### config.mk
export PLATFORM = sky130hd
export DESIGN_NAME = poro_catch
export DESIGN_NICKNAME = d
export VERILOG_FILES = /design/src/rtl/poro_pkg.sv /design/src/rtl/poro_lfsr.sv /design/src/rtl/poro_catch.sv
export SDC_FILE = /design/constraint.sdc
export NUM_CORES = 1
export LEC_CHECK = 0
export CORE_ASPECT_RATIO = 0.75
export CORE_MARGIN = 4
export CORE_UTILIZATION = 50
export CTS_BUF_LIST = sky130_fd_sc_hd__clkbuf_16
export DETAILED_ROUTE_END_ITERATION = 16
export PLACE_DENSITY = 0.74
export SYNTH_ARGS = -nofsm -noshare
export SYNTH_HDL_FRONTEND = slang
export SYNTH_SLANG_ARGS = --single-unit
### constraint.sdc
create_clock -name clk -period 7.7 [get_ports clk]
set_input_delay 1.54 -clock clk [delete_from_list [all_inputs] [get_ports clk]]
set_output_delay 1.54 -clock clk [all_outputs]
set_load 0.005 [all_outputs]
### src/rtl/poro_pkg.sv
// Shared types and constants for the poro target logic: state encoding,
// screen and spawn-row bounds, and the LFSR seed/taps used by poro spawners.
package poro_pkg;

   typedef enum logic [1:0] {
      S_WAIT   = 2'd0,
      S_ROAM   = 2'd1,
      S_CAUGHT = 2'd2
   } poro_state_t;

   localparam logic [8:0] SCREEN_W  = 9'd320;
   localparam logic [7:0] SCREEN_H  = 8'd240;
   localparam logic [7:0] Y_MIN     = 8'd70;
   localparam logic [7:0] Y_SPAN    = 8'd90;
   localparam logic [8:0] SPEED_MAX = 9'd4;

   localparam logic [7:0] LFSR_SEED = 8'hA5;
   // Taps 8,6,5,4 as a bit mask on lfsr[7:0].
   localparam logic [7:0] LFSR_TAPS = 8'hB8;

   // Rows past the span fold back by 64 so every row stays within Y_MIN..Y_MIN+Y_SPAN.
   function automatic logic [7:0] spawn_row(input logic [7:0] lfsr);
      logic [7:0] r;
      r = {1'b0, lfsr[6:0]};
      if (r <= Y_SPAN)
         spawn_row = Y_MIN + r;
      else
         spawn_row = Y_MIN + r - 8'd64;
   endfunction

endpackage

### src/rtl/poro_lfsr.sv
// Free-running 8-bit Fibonacci LFSR that also presents the spawn row
// derived from its current value.
module poro_lfsr
   import poro_pkg::*;
(
   input  logic       clk,
   input  logic       resetn,
   output logic [7:0] lfsr,
   output logic [7:0] row
);

   logic fb;

   assign fb  = ^(lfsr & LFSR_TAPS);
   assign row = spawn_row(lfsr);

   always_ff @(posedge clk or negedge resetn) begin
      if (!resetn)
         lfsr <= LFSR_SEED;
      else
         lfsr <= {lfsr[6:0], fb};
   end

endmodule

### src/rtl/poro_catch.sv
// Poro target: spawn, roam, hook collision and drag-back scoring.
// Optional PORO_SPEEDUP_EN: roaming speed grows with score, capped at 4 px/frame.
//
//   state    | meaning
//   S_WAIT   | poro hidden, counting frames until respawn
//   S_ROAM   | poro visible, walking left, hit checked every cycle
//   S_CAUGHT | poro follows the hook tip until delivered or hook drops
module poro_catch
   import poro_pkg::*;
#(
   parameter logic [8:0] SPAWN_X     = 9'd300,
   parameter logic [8:0] ESCAPE_X    = 9'd40,
   parameter logic [8:0] DELIVER_X   = 9'd42,
   parameter logic [8:0] PORO_V      = 9'd1,
   parameter logic [8:0] HIT_W       = 9'd6,
   parameter logic [7:0] HIT_H       = 8'd6,
   parameter logic [5:0] SPAWN_DELAY = 6'd30
)
(
   input  logic       clk,
   input  logic       resetn,
   input  logic       frame,
   input  logic [8:0] hook_x,
   input  logic [7:0] hook_y,
   output logic [8:0] poro_x,
   output logic [7:0] poro_y,
   output logic       poro_visible,
   output logic       grab_success,
   output logic [7:0] score,
   output logic [7:0] missed
);

   poro_state_t state, state_nxt;
   logic [5:0]  cnt, cnt_nxt;
   logic [8:0]  x_nxt;
   logic [7:0]  y_nxt, score_nxt, missed_nxt;
   logic        grab_nxt, vis_nxt;
   logic [7:0]  lfsr, row;
   logic [8:0]  speed;
   logic signed [9:0] dx, dy;
   logic [9:0]  adx, ady;
   logic        hit;

   poro_lfsr u_lfsr (
      .clk    (clk),
      .resetn (resetn),
      .lfsr   (lfsr),
      .row    (row)
   );

   assign dx  = $signed({1'b0, hook_x}) - $signed({1'b0, poro_x});
   assign dy  = $signed({2'b00, hook_y}) - $signed({2'b00, poro_y});
   assign adx = dx[9] ? 10'(-dx) : 10'(dx);
   assign ady = dy[9] ? 10'(-dy) : 10'(dy);
   assign hit = (hook_y != 8'd0) && (adx < {1'b0, HIT_W}) && (ady < {2'b00, HIT_H});

`ifdef PORO_SPEEDUP_EN
   logic [8:0] speed_sum;
   assign speed_sum = PORO_V + {4'b0000, score[7:3]};
   assign speed     = (speed_sum > SPEED_MAX) ? SPEED_MAX : speed_sum;
`else
   assign speed = PORO_V;
`endif

   always_ff @(posedge clk or negedge resetn) begin
      if (!resetn) begin
         state        <= S_WAIT;
         cnt          <= 6'd0;
         poro_x       <= 9'd0;
         poro_y       <= 8'd0;
         poro_visible <= 1'b0;
         grab_success <= 1'b0;
         score        <= 8'd0;
         missed       <= 8'd0;
      end else begin
         state        <= state_nxt;
         cnt          <= cnt_nxt;
         poro_x       <= x_nxt;
         poro_y       <= y_nxt;
         poro_visible <= vis_nxt;
         grab_success <= grab_nxt;
         score        <= score_nxt;
         missed       <= missed_nxt;
      end
   end

   always_comb begin
      state_nxt  = state;
      cnt_nxt    = cnt;
      x_nxt      = poro_x;
      y_nxt      = poro_y;
      score_nxt  = score;
      missed_nxt = missed;
      grab_nxt   = 1'b0;
      case (state)
         S_WAIT: begin
            if (frame) begin
               if (cnt == 6'(SPAWN_DELAY - 6'd1)) begin
                  x_nxt     = SPAWN_X;
                  y_nxt     = row;
                  cnt_nxt   = 6'd0;
                  state_nxt = S_ROAM;
               end else begin
                  cnt_nxt = cnt + 6'd1;
               end
            end
         end
         S_ROAM: begin
            // A hit outranks an escape on the same frame.
            if (hit) begin
               grab_nxt  = 1'b1;
               state_nxt = S_CAUGHT;
            end else if (frame) begin
               if (poro_x <= ESCAPE_X) begin
                  if (missed != 8'hFF)
                     missed_nxt = missed + 8'd1;
                  state_nxt = S_WAIT;
               end else begin
                  x_nxt = poro_x - speed;
               end
            end
         end
         S_CAUGHT: begin
            x_nxt = hook_x;
            y_nxt = hook_y;
            if ((hook_x <= DELIVER_X) || (hook_y == 8'd0)) begin
               if (score != 8'hFF)
                  score_nxt = score + 8'd1;
               state_nxt = S_WAIT;
            end
         end
         default: state_nxt = S_WAIT;
      endcase
      vis_nxt = (state_nxt != S_WAIT);
   end

endmodule
Fig. 1: run 1, metal 1
The bar under the picture is 20 µm long. Supply wires on this layer in grey.
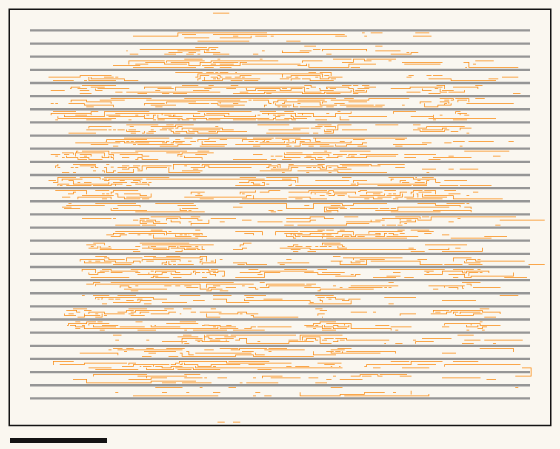
longest straight run: 31.3 µm
wire length on this layer: 4840 µm
main direction: horizontal
nets with wire on the layer: 527
met1 layer usage reported by global route: 31.9%
Via Count: 3724
detailed-route wire length: 9.86 mm

Fig. 2: run 1, metal 2
The bar under the picture is 20 µm long.
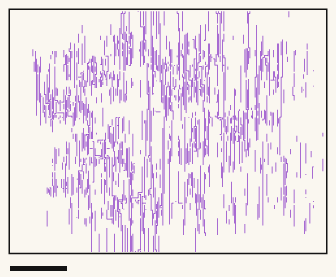
wire length on this layer: 4270 µm
nets with wire on the layer: 480
longest straight run: 34.3 µm
share of all routed wire: 43%
main direction: vertical

Fig. 3: run 1, signal wires on met3
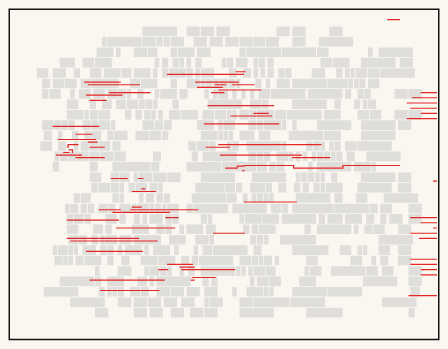
main direction: horizontal
nets with wire on the layer: 64
share of all routed wire: 6.5%
wire length on this layer: 642 µm
longest straight run: 26.7 µm
met3 Resource Use GR: 2.96%

run 1: worst paths after layout:
check	endpoint	slack, ns
hold / removal	u_lfsr.lfsr[3]	0.42
max in group asynchronous	cnt[1]	5.91
setup reg to reg	poro_x[3]	3.85
setup / recovery	poro_x[3]	2.48
min in group asynchronous	score[5]	1.35
hold reg to reg	u_lfsr.lfsr[3]	0.42
run 1: layer usage:
| layer | wire (µm) | GRT usage (%) | up-vias |
|---|---|---|---|
| met5 | 0 | 0 | - |
| met4 | 107 | 4.86 | 0 |
| met1 | 4840 | 31.9 | 1763 |
| met3 | 641 | 2.96 | 12 |
| met2 | 4270 | 31.9 | 129 |
| li1 | - | - | 1820 |
==> Table 3: Implementation characteristics, run 1 <==
Table: implementation figures

Parameter                              Value

Run status
  Status    complete, no violations

Synth
  Async set-reset flop share out of synthesis    100%
  Area fraction in and, or, nand and nor cells    a little over a fifth
  Area share of xor/xnor cells in the synthesized design    6.94%
  Gate count after technology mapping    475
  Most numerous cell types in the synthesized netlist    48 x nand2_1, 47 x dfrtp_1, 36 x inv_1
  Leading register cell type out of synthesis    dfrtp_1
  Most instantiated library cell after synthesis    nand2_1
  Area fraction in mux cells    between 2 and 2.5%
  Unique masters post-synth    68
  Synth Warn #    0
  Synth Net Count    529
  Fraction of post-synthesis cell area in the top cell type by area    slightly below 30%
  Sequential cell area fraction in the yosys report    roughly a third
  Number of synthesized flops with an enable pin    0
  Top cells by area in the synthesized netlist    dfrtp_1 29%, ha_1 9.9%, nand2_1 4.5%, a21oi_1 4.2%, xor2_1 3.9%
  Yosys cell count    475
  Cell type with the largest total area    dfrtp_1
  Comb area leader    AND-OR/OR-AND gates
  Registers, synthesis    just over 50
  Post-synthesis compound-gate area fraction    roughly 22%
  Area reported by Yosys stat    0.00404 mm²

Final layout
  Top reg by flops    poro_x
  Filler cell count    695
  Top logic cell by instance count in the layout    clkdlybuf4s50_1
  Final-layout clock-cell area share    3.56%
  Comb area share    53.0%
  Number of nets in the layout    roughly 580
  Antenna diodes    0
  Largest cell class    combinational gates
  Share of cell area taken by flip-flops and latches    26.6%
  Total of clock buffers placed in the layout    5
  Register Area    roughly 0.0013 mm²
  Number of standard cells in the final layout excluding fillers    629
  Fraction of the core area covered by cells at the end of the flow    61.1%
  Non-CTS inverters    36
  Most common logic cells in the final layout    53 x clkdlybuf4s50_1, 48 x nand2_1, 47 x dfrtp_1
  Synth-to-Final Area Change    19.2%
  Area taken by multi-input logic gates    0.00255 mm²
  Non-clock buffering overhead    11.3%
  Share of layout cells above drive strength 1    5.53%
  Number of flip-flops under the largest register name    9
  Non-Clock Buffer Count    55
  Final std cell area, no fill    0.00481 mm²
  Layout multi-input combinational cell count    374
  Flip-flops    51

Pwr
  Power dissipated in combinational cells    705 µW
  Worst ir drop on vdd    0.000172 V
  Power share of the combinational group    53.0%
  Total net switching power    559 µW
  Sequential Power Share    27.4%
  Power in sequential cells    364 µW
  Total internal power    slightly below 800 µW
  Power in the clock group    261 µW
  Power Total    1330 µW
  Fraction of power spent switching nets    42.1%
  Clock Power Share    19.6%
  Leak Pwr    0.00202 µW
  Power per standard cell area    276 mW/mm²
  Group with the largest share of power    combinational logic

Floorplanning
  Die area    ~0.0096 mm²
  Tap cells    roughly 110
  Die x size    roughly 110 µm
  Floorplan die height    approximately 86 µm
  Num ports    around 55
  Core ar.    around 0.008 mm²
  Pre-Place Util    just over 50%
  Number of core rows    28

Critical path
  Top fanout value on the critical path    16
  Worst reg2reg path startpoint    poro_y[0]
  Critical Path Start    hook_y[0]
  Critical path cell sequence    clkdlybuf4s50_1, inv_1, ha_1, inv_1, fa_1, xor2_1, or3b_2, nor3_2, a31oi_1, mux2i_1, nand2b_1, o31a_1, o21ai_0, a22o_1
  Worst path most repeated cell    inv_1
  Largest delay share family, worst path    AND-OR/OR-AND gates
  Number of cells on the critical path    14
  Setup Crit Path Kind    in -> reg
  Length in cells of the worst reg-to-reg path    12
  Arrival time of the worst setup path    5.41 ns
  Peak per-stage delay on the critical path    0.53 ns
  Crit. End Element    flop
  Cell with the largest stage delay on the worst path    or3b_2
  CP bufs+invs    3
  Worst setup SP type    primary input
  Worst Path Required    7.88 ns

Route
  Number of nets with antenna violations after routing    0
  Drt first-iter violations    318
  Mean number of vias per cell    5.92
  Number of iterations in the first detailed-routing pass    5
  Number of design rule violations left after detail routing    0
  Avg WL per Cell    15.7 µm

Timing
  Setup Total Neg Slack    0 ns
  Worst slack on hold paths    0.424 ns
  Fin. Hold Viols    0
  Max Clk Rate    approximately 0.19 GHz
  Post-route fraction of the period consumed by the critical path    roughly 68%
  Transition time of the tightest slew-check pin    1.01 ns
  Unrepaired setup endpoints after global routing    no
  Rel. slew slack    32.5%
  Total count of max-transition violations in the final report    0
  Final critical delay including setup and external delays    between 5 and 6 ns
  Final-report setup violation count    0
  Worst Slack Setup Final    2.48 ns

Clock network
  CTS-repair resized insts    0
  Clk slew on worst S/H paths    0.07 ns
  Clock tree root buffer cell    clkbuf_16
  Later-pin clock latency in the skew report    0.29 ns
  TritonCTS clock tree    done
  TritonCTS sink count    51
  Maximum number of buffers from clock root to sink    2
  TritonCTS Buffers    5
  H-tree lvl count    2
  Post-CTS setup buffer count    0

Global routing
  Gr ovfl total    0
  Antenna violations before repair    0
  Via count of the first global-routing pass    3499
  Global-route wire length before repair    ~17 mm
  Largest net degree at the start of global routing    52

Placed design
  GPL Wtd Cong    0.961
  Number of placed cells counting well taps    621
  Placed wire-length estimate after detailed placement    7.63 mm
  Port Buffers    54

Worst hold path
  Worst Hold Depth    0
  Hold crit path type    reg -> reg

Flow run
  Tool warnings    32
  Max cap viols    0
==> run 1 -> run 2 <==
--- a/config.mk
+++ b/config.mk
@@ -10,7 +10,7 @@
 export CORE_UTILIZATION = 50
 export CTS_BUF_LIST = sky130_fd_sc_hd__clkbuf_16
 export DETAILED_ROUTE_END_ITERATION = 16
-export PLACE_DENSITY = 0.74
+export PLACE_DENSITY = 0.77
 export SYNTH_ARGS = -nofsm -noshare
 export SYNTH_HDL_FRONTEND = slang
 export SYNTH_SLANG_ARGS = --single-unit
==> constraint.sdc (replaced) <==
create_clock -name clk -period 4.45 [get_ports clk]
set_input_delay 0.89 -clock clk [delete_from_list [all_inputs] [get_ports clk]]
set_output_delay 0.89 -clock clk [all_outputs]
set_load 0.005 [all_outputs]
==> Table 3: Implementation characteristics, run 2 <==
Table: implementation figures

Parameter                              Value

Run status
  Status    complete, no violations

Synth
  Synth Net Count    529 (unchanged)
  Sequential cell area fraction in the yosys report    31.7% (unchanged)
  Comb area leader    AND-OR/OR-AND gates
  Fraction of post-synthesis cell area in the top cell type by area    29.1% (unchanged)
  Most instantiated library cell after synthesis    nand2_1
  Top cells by area in the synthesized netlist    dfrtp_1 29%, ha_1 9.9%, nand2_1 4.5%, a21oi_1 4.2%, xor2_1 3.9%
  Unique masters post-synth    68 (unchanged)
  Post-synthesis compound-gate area fraction    21.8% (unchanged)
  Number of synthesized flops with an enable pin    0 (unchanged)
  Registers, synthesis    51 (unchanged)
  Area share of xor/xnor cells in the synthesized design    6.94% (unchanged)
  Most numerous cell types in the synthesized netlist    48 x nand2_1, 47 x dfrtp_1, 36 x inv_1
  Area reported by Yosys stat    0.00404 mm² (unchanged)
  Leading register cell type out of synthesis    dfrtp_1
  Area fraction in mux cells    2.39% (unchanged)
  Cell type with the largest total area    dfrtp_1
  Area fraction in and, or, nand and nor cells    21.1% (unchanged)

Clock network
  Clock tree root buffer cell    clkbuf_16
  Maximum number of buffers from clock root to sink    2 (unchanged)
  TritonCTS clock tree    done
  CTS-repair resized insts    0 (unchanged)
  TritonCTS Buffers    5 (unchanged)
  Post-CTS setup buffer count    0 (unchanged)
  TritonCTS sink count    51 (unchanged)
  H-tree lvl count    2 (unchanged)
  Clk slew on worst S/H paths    0.07 ns (about the same)
  Later-pin clock latency in the skew report    0.29 ns (about the same)

Timing
  Post-route fraction of the period consumed by the critical path    94.2%
  Fin. Hold Viols    0 (unchanged)
  Rel. slew slack    37.8% (+5.3 points)
  Final-report setup violation count    0 (unchanged)
  Unrepaired setup endpoints after global routing    no
  Transition time of the tightest slew-check pin    0.925 ns (-0.0873 ns)
  Max Clk Rate    0.239 GHz
  Setup Total Neg Slack    0 ns (unchanged)
  Worst slack on hold paths    0.420 ns (-0.00431 ns)
  Final critical delay including setup and external delays    roughly 4.2 ns
  Worst Slack Setup Final    0.259 ns (-2.22 ns)

Route
  Routed length on met1    4.97 mm (+2.6%)
  Detailed-route wire length    10.4 mm (+5.9%)
  Via Count    3906 (+4.9%)
  Drt first-iter violations    290 (-8.8%)
  Number of nets with antenna violations after routing    0 (unchanged)
  Avg WL per Cell    16.2 µm (+3.3%)
  Mean number of vias per cell    6.06 (+2.3%)
  Number of design rule violations left after detail routing    0 (unchanged)
  Met3 WL    620 µm (-3.3%)
  Number of iterations in the first detailed-routing pass    5 (unchanged)
  Top routing layer in use    met4

Final layout
  Area taken by multi-input logic gates    0.00256 mm² (+0.24%)
  Final-layout clock-cell area share    3.40% (-0.16 points)
  Flip-flops    51 (unchanged)
  Share of cell area taken by flip-flops and latches    26.0% (-0.66 points)
  Top reg by flops    poro_x
  Filler cell count    686 (-1.3%)
  Synth-to-Final Area Change    22.2%
  Register Area    0.00128 mm² (unchanged)
  Number of flip-flops under the largest register name    9 (unchanged)
  Fraction of the core area covered by cells at the end of the flow    62.6% (+1.6 points)
  Number of nets in the layout    593 (+2.8%)
  Non-clock buffering overhead    13.4% (+2.2 points)
  Most common logic cells in the final layout    53 x clkdlybuf4s50_1, 48 x nand2_1, 47 x dfrtp_1
  Final std cell area, no fill    0.00494 mm² (+2.5%)
  Non-Clock Buffer Count    71 (+29%)
  Share of layout cells above drive strength 1    8.52% (+3.0 points)
  Layout multi-input combinational cell count    374 (unchanged)
  Total of clock buffers placed in the layout    5 (unchanged)
  Number of standard cells in the final layout excluding fillers    645 (+2.5%)
  Antenna diodes    0 (unchanged)
  Top logic cell by instance count in the layout    clkdlybuf4s50_1

Critical path
  Reg2reg setup slack    0.86 ns (-2.99 ns)
  Worst reg2reg path startpoint    poro_x[4]
  Top fanout value on the critical path    8 (-8)
  Worst Path Required    4.63 ns (-3.25 ns)
  Peak per-stage delay on the critical path    0.43 ns (-0.10 ns)
  Critical path cell sequence    clkdlybuf4s50_1, inv_1, ha_1, inv_1, fa_1, a21o_1, and4_1, o31ai_1, buf_4, a21oi_1, o22ai_1, nand4bb_4, o31ai_4, buf_4, mux2_4
  CP bufs+invs    5 (+2)
  Worst setup SP type    primary input
  Cell with the largest stage delay on the worst path    o31ai_1
  Reg-to-Reg End    missed[1]
  Setup Crit Path Kind    in -> reg
  Largest delay share family, worst path    AND-OR/OR-AND gates
  Crit. End Element    flop

Global routing
  Largest net degree at the start of global routing    52 (unchanged)
  Most heavily used metal layer in global routing    met2
  Met3 Resource Use GR    2.19% (-0.78 points)
  Antenna violations before repair    0 (unchanged)
  Global-route wire length before repair    17.3 mm (+2.5%)
  Met1 layer usage reported by global route    32.2% (+0.34 points)
  Global routing met2 resource utilization    32.7% (+0.76 points)
  Via count of the first global-routing pass    3562 (+1.8%)

Placed design
  GPL Wtd Cong    0.976 (+1.6%)
  Port Buffers    54 (unchanged)
  Placed wire-length estimate after detailed placement    7.94 mm (+4.1%)
  Number of placed cells counting well taps    637 (+2.6%)

Pwr
  Total net switching power    1000 µW (+79%)
  Power Total    2390 µW (+80%)
  Power in the clock group    442 µW (+69%)
  Total internal power    1390 µW (+80%)
  Worst ir drop on vdd    0.000245 V (+43%)
  Group with the largest share of power    combinational logic
  Clock Power Share    18.5% (-1.1 points)
  Leak Pwr    0.00210 µW (+3.9%)
  Sequential Power Share    26.4% (-1.0 points)
  Power dissipated in combinational cells    1310 µW (+86%)
  Power share of the combinational group    55.1% (+2.1 points)
  Fraction of power spent switching nets    41.9% (-0.17 points)

Floorplanning
  Core ar.    0.00788 mm² (unchanged)
  Floorplan die height    85.8 µm (unchanged)
  Die x size    112 µm (unchanged)
  Pre-Place Util    51.2% (unchanged)
  Die area    0.00959 mm² (unchanged)
  Number of core rows    28 (unchanged)

Flow run
  Tool warnings    32 (unchanged)
  Max cap viols    0 (unchanged)

Worst hold path
  Worst Hold Depth    0 (unchanged)
  WHS Endpoint    u_lfsr.lfsr[3]
  Hold crit path type    reg -> reg
-- run 2: cell counts after synthesis --
No cell type changed its count.
-- run 2: how the worst max path moves through the flow --
stage | slack (ns) | endpoint | startpoint | cells after the start
floorplan | 0.62 | missed[1] | hook_y[0] | 13
global placement | -0.02 | poro_x[8] | hook_y[0] | 15
detailed placement | -0.22 | poro_x[2] | hook_x[0] | 15
CTS | 0.09 | poro_x[2] | hook_x[0] | 15
global route | 0.008 | missed[1] | hook_x[0] | 15
finish | 0.26 | missed[1] | hook_x[0] | 15
-- run 2: logic make-up after synthesis --
group | Yosys count
flops | 51
mux | 9
buf+inv | 50
xor+xnor | 32
compound gates | 131
fa+ha+maj | 34
simple gates | 168
Fig. 4: run 2, signal wires on met3
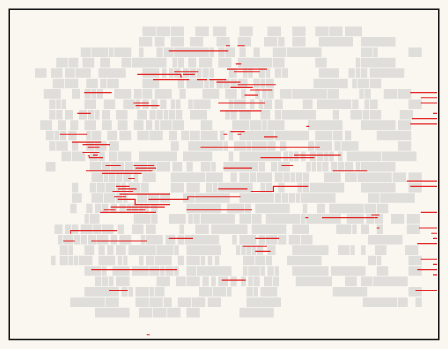
wire length on this layer: 620 µm
nets with wire on the layer: 80
longest straight run: 30.8 µm
main direction: horizontal

Power and IR drop assume default switching activity.
